## src/rtl/tt_accum_alu_pkg.sv

```systemverilog
// rtl/tt_accum_alu_pkg.sv - shared operation and result-register types for the accumulator ALU
package tt_accum_alu_pkg;

   localparam int OP_W = 2;

   typedef enum logic [OP_W-1:0] {
      OP_ADD = 2'd0,
      OP_SUB = 2'd1,
      OP_ACC = 2'd2,
      OP_CLR = 2'd3
   } op_e;

   typedef enum logic {
      ST_EMPTY = 1'b0,
      ST_FULL  = 1'b1
   } res_state_e;

endpackage

```

## src/rtl/accum_alu_addsub.sv

```systemverilog
// rtl/accum_alu_addsub.sv - combinational add/sub with carry/borrow, signed overflow
// and optional clamping when ACCUM_ALU_SAT_EN is defined.
module accum_alu_addsub
   import tt_accum_alu_pkg::*;
#(
   parameter int WIDTH = 8
)
(
   input  logic [OP_W-1:0]  i_op,
   input  logic [WIDTH-1:0] i_a,
   input  logic [WIDTH-1:0] i_b,
   output logic [WIDTH-1:0] o_result,
   output logic             o_carry,
   output logic             o_ovf
);

   op_e              w_op;
   logic [WIDTH-1:0] w_b_eff;
   logic             w_cin;
   logic [WIDTH:0]   w_sum;
   logic             w_raw_carry;
   logic             w_raw_ovf;

   assign w_op    = op_e'(i_op);
   // Subtraction is a + ~b + 1, so the carry out is the inverse of the borrow.
   assign w_cin   = (w_op == OP_SUB);
   assign w_b_eff = (w_op == OP_SUB) ? ~i_b : i_b;
   assign w_sum   = {1'b0, i_a} + {1'b0, w_b_eff} + {{WIDTH{1'b0}}, w_cin};

   assign w_raw_carry = (w_op == OP_SUB) ? ~w_sum[WIDTH] : w_sum[WIDTH];
   assign w_raw_ovf   = (i_a[WIDTH-1] == w_b_eff[WIDTH-1]) &&
                        (w_sum[WIDTH-1] != i_a[WIDTH-1]);

   always_comb begin
      o_result = w_sum[WIDTH-1:0];
      o_carry  = w_raw_carry;
      o_ovf    = w_raw_ovf;
`ifdef ACCUM_ALU_SAT_EN
      if (w_raw_carry) begin
         o_result = (w_op == OP_SUB) ? '0 : '1;
      end
`endif
      if (w_op == OP_CLR) begin
         o_result = '0;
         o_carry  = 1'b0;
         o_ovf    = 1'b0;
      end
   end

endmodule

```

## src/rtl/tt_um_accum_alu.sv

```systemverilog
// rtl/tt_um_accum_alu.sv - handshaked add/sub/accumulate unit with one result register,
// accumulator and beat counter; clamping enabled by ACCUM_ALU_SAT_EN.
module tt_um_accum_alu
   import tt_accum_alu_pkg::*;
#(
   parameter int WIDTH = 8,
   parameter int CNT_W = 8
)
(
   input  logic             clk,
   input  logic             rst_n,
   input  logic             in_valid,
   output logic             in_ready,
   input  logic [OP_W-1:0]  in_op,
   input  logic [WIDTH-1:0] in_a,
   input  logic [WIDTH-1:0] in_b,
   output logic             out_valid,
   input  logic             out_ready,
   output logic [WIDTH-1:0] out_data,
   output logic             out_carry,
   output logic             out_ovf,
   output logic [CNT_W-1:0] op_count
);

   res_state_e       r_state;
   res_state_e       w_state_nxt;
   logic [WIDTH-1:0] r_data;
   logic             r_carry;
   logic             r_ovf;
   logic [WIDTH-1:0] r_acc;
   logic [CNT_W-1:0] r_cnt;

   op_e              w_op;
   logic             w_accept;
   logic [WIDTH-1:0] w_b_sel;
   logic [WIDTH-1:0] w_res;
   logic             w_carry;
   logic             w_ovf;

   assign w_op     = op_e'(in_op);
   assign in_ready = (r_state == ST_EMPTY) || out_ready;
   assign w_accept = in_valid && in_ready;
   // ACC reuses the adder with the accumulator in place of operand B.
   assign w_b_sel  = (w_op == OP_ACC) ? r_acc : in_b;

   accum_alu_addsub #(.WIDTH(WIDTH)) u_addsub (
      .i_op     (in_op),
      .i_a      (in_a),
      .i_b      (w_b_sel),
      .o_result (w_res),
      .o_carry  (w_carry),
      .o_ovf    (w_ovf)
   );

   always_comb begin
      w_state_nxt = r_state;
      case (r_state)
         ST_EMPTY: if (w_accept) w_state_nxt = ST_FULL;
         ST_FULL:  if (out_ready && !w_accept) w_state_nxt = ST_EMPTY;
         default:  w_state_nxt = ST_EMPTY;
      endcase
   end

   always_ff @(posedge clk or negedge rst_n) begin
      if (!rst_n) begin
         r_state <= ST_EMPTY;
      end else begin
         r_state <= w_state_nxt;
      end
   end

   always_ff @(posedge clk or negedge rst_n) begin
      if (!rst_n) begin
         r_data  <= '0;
         r_carry <= 1'b0;
         r_ovf   <= 1'b0;
         r_acc   <= '0;
         r_cnt   <= '0;
      end else if (w_accept) begin
         r_data  <= w_res;
         r_carry <= w_carry;
         r_ovf   <= w_ovf;
         r_cnt   <= r_cnt + CNT_W'(1);
         if (w_op == OP_ACC || w_op == OP_CLR) begin
            r_acc <= w_res;
         end
      end
   end

   assign out_valid = (r_state == ST_FULL);
   assign out_data  = r_data;
   assign out_carry = r_carry;
   assign out_ovf   = r_ovf;
   assign op_count  = r_cnt;

endmodule

```

## config.mk

```make
export PLATFORM = sky130hd
export DESIGN_NAME = tt_um_accum_alu
export DESIGN_NICKNAME = d
export VERILOG_FILES = /design/src/rtl/tt_accum_alu_pkg.sv /design/src/rtl/accum_alu_addsub.sv /design/src/rtl/tt_um_accum_alu.sv
export SDC_FILE = /design/constraint.sdc
export NUM_CORES = 1
export LEC_CHECK = 0
export ABC_AREA = 1
export CORE_MARGIN = 2
export CORE_UTILIZATION = 25
export DETAILED_ROUTE_END_ITERATION = 7
export PLACE_DENSITY = 0.45
export SETUP_SLACK_MARGIN = 0.1
export SLEW_MARGIN = 20
export SYNTH_ARGS = -nofsm -noshare
export SYNTH_HDL_FRONTEND = slang
export SYNTH_SLANG_ARGS = --single-unit
```

## constraint.sdc

```tcl
create_clock -name clk -period 4.2 [get_ports clk]
set_input_delay 0.84 -clock clk [delete_from_list [all_inputs] [get_ports clk]]
set_output_delay 0.84 -clock clk [all_outputs]
set_load 0.02 [all_outputs]
```

==> run_1/floorplan.png <==
(4 px per µm) Pins as bars on the die edge. Tap cells in gray.
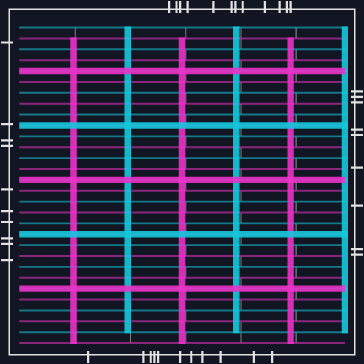
VDD: shown in cyan. VSS: shown in magenta.
6 straps on met4. 77 tap cells. 42 signal pins sit on the boundary.

==> run_1/clock_nets.png <==
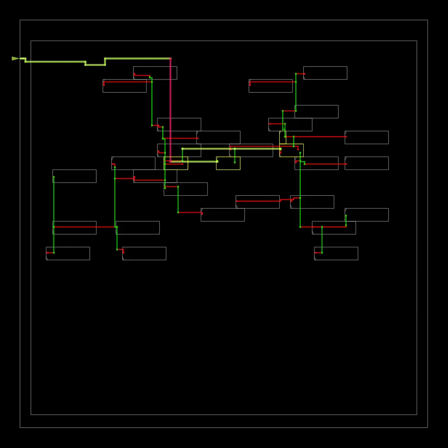
later-pin clock latency in the skew report: 270 ps
clock buffer count from CTS: 3
clock network power: 0.000147 W
flip-flops: 27
TritonCTS Sinks: 27

==> summary.txt, run 1 <==
Synthesis and place-and-route results.

- The critical path required time is around 4400 ps.
- Sorting the Yosys area breakdown by cell type puts at the top sky130_fd_sc_hd__dfrtp_1.
- The synthesis run identifies the leading combinational cell family as simple AND/OR/NAND/NOR gates.
- The layout net count is 288.
- The length of the first detailed-routing pass in iterations is 4.
- Clock tree synthesis selected as its root buffer the cell sky130_fd_sc_hd__clkbuf_8.
- Ranked by total cell area, the synthesized netlist is headed by sky130_fd_sc_hd__dfrtp_1, sky130_fd_sc_hd__nand2_1, sky130_fd_sc_hd__ha_1, sky130_fd_sc_hd__inv_1, sky130_fd_sc_hd__nand3_1.
- The die span in y is 86.0 µm.
- At the worst endpoint, the arrival time is 3380 ps.
- Leaving out buffers and inverters, the combinational logic in the layout accounts for 896 µm².
- Sequential elements use 40.2% of the synthesized area.
- The worst setup path is of the input pin to flip-flop kind.
- The maximum clock insertion buffer count is 2.
- The worst setup path is launched from an input pin.
- The number of antenna violations at the first check in global routing is 0.
- In the layout the commonest cells are sky130_fd_sc_hd__nand2_1, sky130_fd_sc_hd__clkdlybuf4s50_1, sky130_fd_sc_hd__dfrtp_1, sky130_fd_sc_hd__inv_1.
- As logged by OpenROAD, the buffers inserted on ports number 41.
- The routed wirelength normalized by instance count is 12.7 µm.
- Note, the detailed placer reported a final HPWL of 3.42 mm.
- 0 antenna diodes ended up in the layout.
- The yosys-reported design area after synthesis is 0.00168 mm².
- The simple-gate share of the synthesized area is 28.6%.
- The most used logic cell in the final layout is sky130_fd_sc_hd__nand2_1.
- The ratio of routed vias to standard cells is 4.53.
- Once synthesis finished, the tally of register bits stood at 27.
- The number of cells in the yosys synthesis report is roughly 210.
- Global routing used 11.8% of the available tracks.
- The post-synthesis net count is 244.
- Clock skew on the completed layout was measured at 0.859 ps.
- The first global-routing pass estimated about 6.9 mm of wire.
- The final critical path takes up 76.6% of the cycle.
- The core area is 0.00642 mm².
- The count of endpoints failing setup in the final report is 0.
- The report counts max-capacitance violations totalling 0.
- Setup repair after global routing left no endpoint under its margin.
- The area growth from synthesis to layout is 32.6%.
- The share of layout cells above drive strength 1 is 10.9%.
- The detailed-route DRC error count is 0.
- The routed via count is 1509.
- The final design instance area without fill is 0.00223 mm².
- The registers of the reported paths see a clock transition of 90 ps.
- The initial core utilization is 26.2%.
- Buffers inserted to repair hold after CTS numbered 0.
- The via count of the first global-routing pass was 1417.
- Post-CTS timing repair inserted 0 buffers for setup.
- The post-synthesis xor/xnor area fraction is 3.13%.
- The tally of yosys warning messages is 0.
- The final worst hold slack is 468 ps.
- The placement row count is 29.
- The post-cts repair resize count is 0.
- The full die area is around 0.0074 mm².
- The detail route stage leaves a number of antenna-violating nets equal to 0.
- During I/O placement, the number of pins put on the boundary was 42.
- The slowest stage cell on the critical path is sky130_fd_sc_hd__clkdlybuf4s50_1.
- Per the synthesis report, the AND-OR/OR-AND share of the synthesized area is 14.4%.
- The clock tree from TritonCTS is built.
- Summed over all layers, the routed wires come to approximately 4.2 mm.
- Per STA, the highest per-stage delay on the worst path measures 610 ps.
- The total count of hold-check failures in the final report is 0.
- The netlist area before placement is 0.00168 mm².
- The run finished with clean final reports.
- The post-detailed-placement cell area is 0.00218 mm².
- The top-area cell type share of the netlist area is approximately two fifths.
- Entering global routing, the biggest net connects 28 pins.
- Looking at the clock tree report, the H-tree level count equals 1.
- The die is roughly 86 µm wide.
- The critical-path maximum fanout is 8.
- The flow reported a cell area power density of between 400 and 500 mW/mm².
- The highest clock rate this design can be run at is 311 MHz.
- At the pin with the least slew margin, the transition time is just over 400 ps.
- In the final report, the number of pins over their slew limit comes to 0.
- After global routing the overflow that remains totals 0.
- The sequential cells in the finished layout cover a total of 676 µm².
- The average footprint of a synthesized cell is approximately 8 µm².
- The area fraction in full adders, half adders and majority gates is 7.15%.
- The type of the most critical hold path is flip-flop to flip-flop.
- In this run the static leakage power is 1.05 nW.
- The sum of negative setup slack is 0 ps.
- The total tool warning count is 26.
- The maximum vdd ir drop is 201 µV.
- After the first detailed-routing iteration, the DRC count stood at 74.
- The netlist uses 28 different library cells.
- The cell sequence reported for the critical path is clkdlybuf4s50_1 > nand2_2 > or2_2 > o211ai_1 > o21ai_0 > ha_1 > a21oi_1 > o21ai_0 > a21oi_1 > nand3_1 > nand4_1 > nand2_1.
==> run_1/layers.png <==
(6 px per µm)
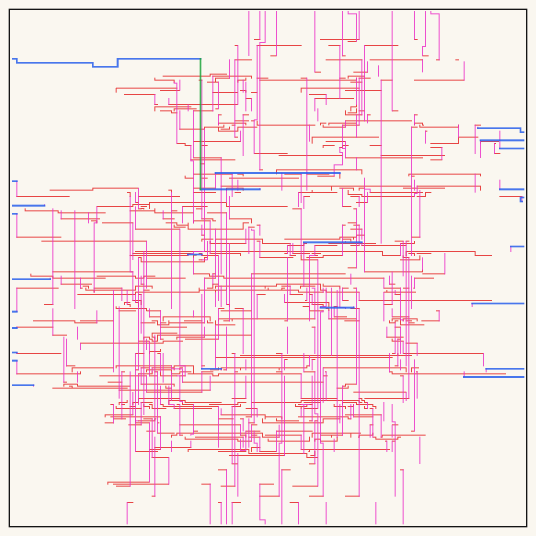
M4: shown in green, wire length 21.8 µm. M1: shown in red, wire length 2180 µm. M2: shown in magenta, wire length 1870 µm. M3: shown in blue, wire length 156 µm.

run 1: kinds of logic after synthesis:
group | count (synthesis)
AOI/OAI and AO/OA | 42
DFF | 27
adders and majority gates | 9
buffers and inverters | 28
xor gates and xnor gates | 6
and+or+nand+nor | 101
run 1: cell type report:
cell class                      count  share of cell area [%]
Multi-Input combinational cell    158                    40.2
Sequential cell                    27                    30.3
Timing Repair Buffer               43                    19.1
Tap cell                           77                    4.32
Inverter                           24                    4.04
Clock buffer                        4                    2.02
run 1: final timing paths:
| path | depth (start not counted) | to | start | slack (ps) |
|---|---|---|---|---|
| min in group asynchronous | 2 | op_count[7]$_DFFE_PN0P_ | rst_n | 930 |
| setup / recovery | 12 | out_data[7]$_DFFE_PN0P_ | in_op[1] | 980 |
| hold reg to reg | 1 | op_count[7]$_DFFE_PN0P_ | op_count[7]$_DFFE_PN0P_ | 470 |
| setup reg to reg | 10 | out_data[7]$_DFFE_PN0P_ | r_acc[4]$_DFFE_PN0P_ | 1930 |
| hold / removal | 1 | op_count[7]$_DFFE_PN0P_ | op_count[7]$_DFFE_PN0P_ | 470 |
| max in group asynchronous | 2 | out_data[7]$_DFFE_PN0P_ | rst_n | 3010 |
run 1: synth_stat cells, drive strengths merged:
library cell,count
nand4,5
nand2,65
or2,4
inv,24
nor3b,1
buf,3
nor3,3
and2,1
nand3,15
clkbuf,1
o211ai,6
a21boi,1
o21ai,25
a21oi,10
xnor2,5
dfrtp,27
nor2,7
ha,8
fa,1
xor2,1
run 1: worst max-delay path: cells and delay by family:
family / cells / cell delay [ps]
buffers and inverters: 1 / 610
AND-OR/OR-AND: 5 / 740
adder cells (fa/ha/maj): 1 / 360
AND/OR/NAND/NOR: 5 / 830
run 1: where the power goes:
part / leakage [nW] / internal (W) / switching (W)
Clock: 0.0228 / 0.0000679 / 0.0000786
Sequential: 0.339 / 0.000329 / 0.0000572
Combinational: 0.685 / 0.000194 / 0.000226
run 1: registers in the layout, indices dropped and copies added (netlist names):
signal	flops
op_count	8
out_data	8
r_acc	8
out_carry	1
out_ovf	1
out_valid	1
run 1: stage by stage:
stage	utilization, %	power (W)	instances	worst slack, ps
floorplan	-	0.000629	213	1630
global placement	34.0	0.000818	329	734
detailed placement	34.0	0.000816	329	704
CTS	34.7	0.000966	333	972
global route	34.7	0.00103	333	756
finish	34.7	0.000953	333	985
run 1: per-layer routing:
layer	vias up	part of all wire, %	global-route usage, %
li1	795	-	-
met4	0	0.50	1.30
met5	-	0	0
met1	681	52	17.1
met3	2	3.7	2.69
met2	31	44	18.5
==> run_1/sizing.png <==
(4 px per µm)
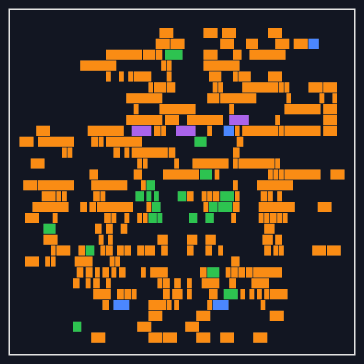

==> inputs of run 2 (changes only) <==
--- a/config.mk
+++ b/config.mk
@@ -9,7 +9,7 @@
 export CORE_MARGIN = 2
 export CORE_UTILIZATION = 25
 export DETAILED_ROUTE_END_ITERATION = 7
-export PLACE_DENSITY = 0.45
+export PLACE_DENSITY = 0.47
 export SETUP_SLACK_MARGIN = 0.1
 export SLEW_MARGIN = 20
 export SYNTH_ARGS = -nofsm -noshare
==> constraint.sdc (replaced) <==
create_clock -name clk -period 2.9 [get_ports clk]
set_input_delay 0.58 -clock clk [delete_from_list [all_inputs] [get_ports clk]]
set_output_delay 0.58 -clock clk [all_outputs]
set_load 0.02 [all_outputs]
==> run_2/sizing.png <==
(4 px per µm)
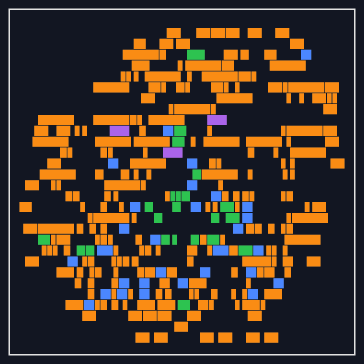
x6 and larger: shown in purple, cells 3, share 1.1%. x3 and x4: shown in blue, cells 29, share 10%. x1 and smaller: shown in orange, cells 227, share 81%. x2: shown in green, cells 22, share 7.8%.

==> run 2 against run 1 <==
Effect of this change: global-route usage increased by 0.83 points; utilization increased by 3.0 points; total power increased by 51%; critical path depth increased by 1; non-clock buffer count increased by 25; sequential share of layout area decreased by 2.4 points; clock skew increased by 4.1 ps; via count increased by 3.2%; routed wire length increased by 3.9%; sequential cell count unchanged; clock power increased by 48%.
==> summary.txt, run 2 <==
Synthesis and place-and-route results.

- The slowest stage cell on the critical path is sky130_fd_sc_hd__ha_1 (was sky130_fd_sc_hd__clkdlybuf4s50_1).
- The sequential-to-total area share from yosys stat is 40.2% (unchanged).
- The count of buffer and inverter cells on the critical path was 2 (was 1).
- The area growth from synthesis to layout was 43.9% (was 32.6%).
- The proportion of register bits with asynchronous set or reset after synthesis is 100% (unchanged).
- The detailed placement HPWL is 3.59 mm (was 3.42 mm).
- The critical-path maximum fanout came to 7 (was 8).
- The total instance count after detailed placement was 354 (was 329).
- The remaining antenna violation count after routing was 0 (unchanged).
- The routing usage on met2 is 21.0% (was 18.5%).
- The total count of max-transition violations in the final report is 0 (unchanged).
- The detailed-route DRC error count is 0 (unchanged).
- Run status: finished clean (unchanged).
- The leakage power total was 1.17 nW (was 1.05 nW).
- The via count of the first global-routing pass is 1565 (was 1417).
- Leading post-synthesis cells by cell area: sky130_fd_sc_hd__dfrtp_1, sky130_fd_sc_hd__nand2_1, sky130_fd_sc_hd__ha_1, sky130_fd_sc_hd__inv_1, sky130_fd_sc_hd__nand3_1 (unchanged).
- The count of flip-flops with a built-in enable after synthesis came to 0 (unchanged).
- The number of primary I/O pins is 42 (unchanged).
- The startpoint type of the worst setup path is an input pin (unchanged).
- The hold-fix buffer count after cts came to 0 (unchanged).
- The total power divided by cell area is 593 mW/mm² (was 427 mW/mm²).
- The die width was 86.0 µm (unchanged).
- The worst setup slack after placement is -295 ps (was 704 ps).
- The number of antenna violations at the first check in global routing is 0 (unchanged).
- The most common cell in the synthesized netlist is sky130_fd_sc_hd__nand2_1 (unchanged).
- The type of the most critical hold path is flip-flop to flip-flop (unchanged).
- The final worst setup slack was 368 ps (was 985 ps).
- The post-CTS setup buffer count was 0 (unchanged).
- The number of cells in the yosys synthesis report came to 213 (unchanged).
- Setup repair after global routing missed its margin: false (unchanged).
- The initial DRC count is 28 (was 74).
- The maximum vdd ir drop is 323 µV (was 201 µV).
- The critical path class is input pin to flip-flop (unchanged).
- The tally of yosys warning messages is 0 (unchanged).
- The final timing summary puts the cycle share of the worst path at 87.3%.
- The core area was 0.00642 mm² (unchanged).
==> run_2/clock_nets.png <==
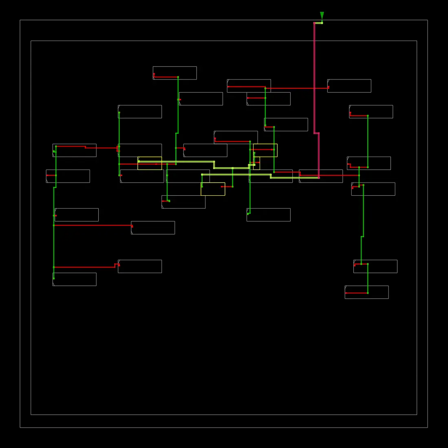
clock network power: 0.000217 W
worst clock skew: 4.92 ps
tally of clock buffers in the finished layout: 4

run 2: cell counts after synthesis:
Identical to the previous run, type by type.
run 2: kinds of logic (layout without fill, tap and decap cells):
kind of cell	after synthesis	after routing	share of synthesized area, %
flip-flops	27	27	40.2
adder cells (fa/ha/maj)	9	9	7.15
XOR/XNOR	6	6	3.13
AND-OR/OR-AND	42	42	14.4
buffers and inverters	28	96	6.48
AND/OR/NAND/NOR	101	101	28.6
run 2: worst register-to-register path, stage by stage, from the launching register on:
cell and delay, ps:
sky130_fd_sc_hd__dfrtp_1 400, sky130_fd_sc_hd__or2_2 310, sky130_fd_sc_hd__o211ai_1 80, sky130_fd_sc_hd__o21ai_0 110, sky130_fd_sc_hd__ha_1 330, sky130_fd_sc_hd__a21oi_2 180
sky130_fd_sc_hd__o21ai_0 100, sky130_fd_sc_hd__a21oi_1 210, sky130_fd_sc_hd__nand3_1 160, sky130_fd_sc_hd__nand4_1 120, sky130_fd_sc_hd__nand2_1 70
run 2: where the power goes:
| group | internal [W] | switching, W | total [W] |
|---|---|---|---|
| logic | 0.000324 | 0.000338 | 0.000662 |
| clock network | 0.0000985 | 0.000118 | 0.000217 |
| registers | 0.000476 | 0.0000803 | 0.000557 |
| total | 0.000899 | 0.000536 | 0.00144 |
run 2: path summary, 6_finish.rpt:
kind                                          from                      end  depth (start not counted)  slack (ps)
max                                       in_op[0]  out_data[7]$_DFFE_PN0P_                         13         370
min reg2reg                op_count[7]$_DFFE_PN0P_  op_count[7]$_DFFE_PN0P_                          1         480
max reg2reg                   r_acc[4]$_DFFE_PN0P_  out_data[7]$_DFFE_PN0P_                         10         740
max in group asynchronous                    rst_n     r_acc[7]$_DFFE_PN0P_                          2        1960
min                        op_count[7]$_DFFE_PN0P_  op_count[7]$_DFFE_PN0P_                          1         480
min in group asynchronous                    rst_n  op_count[7]$_DFFE_PN0P_                          2         670
run 2: layer usage:
layer  share of wire [%]  wire length (µm)
met3                 3.3               143
met4                0.75                33
met1                  49              2170
met5                   0                 0
met2                  47              2050
run 2: final cells by class:
cell class / instances / area [µm²] / share of cell area, %
multi-input combinational: 158 / 900 / 37.2
sequential: 27 / 676 / 27.9
timing repair buffer: 68 / 612 / 25.3
tap: 77 / 96.3 / 3.98
inverter: 24 / 90.1 / 3.72
clock buffer: 4 / 45.0 / 1.86
run 2: repair_timing:
item / in CTS / in global routing
pin swaps: 1 / 1
resized: 3 / 2
setup endpoints to repair: 6 / 1
run 2: per-stage QoR:
stage                     TNS [ps]  area [µm²]  util (%)
after CTS                        0        2410      37.6
after global routing             0        2420      37.7
after detailed placement     -1960        2370      36.9
final                            0        2420      37.7
after floorplan                  0        1680         -
after global placement       -1660        2370      36.9
Power figures rest on the tool's default switching activity, not on a simulated workload.
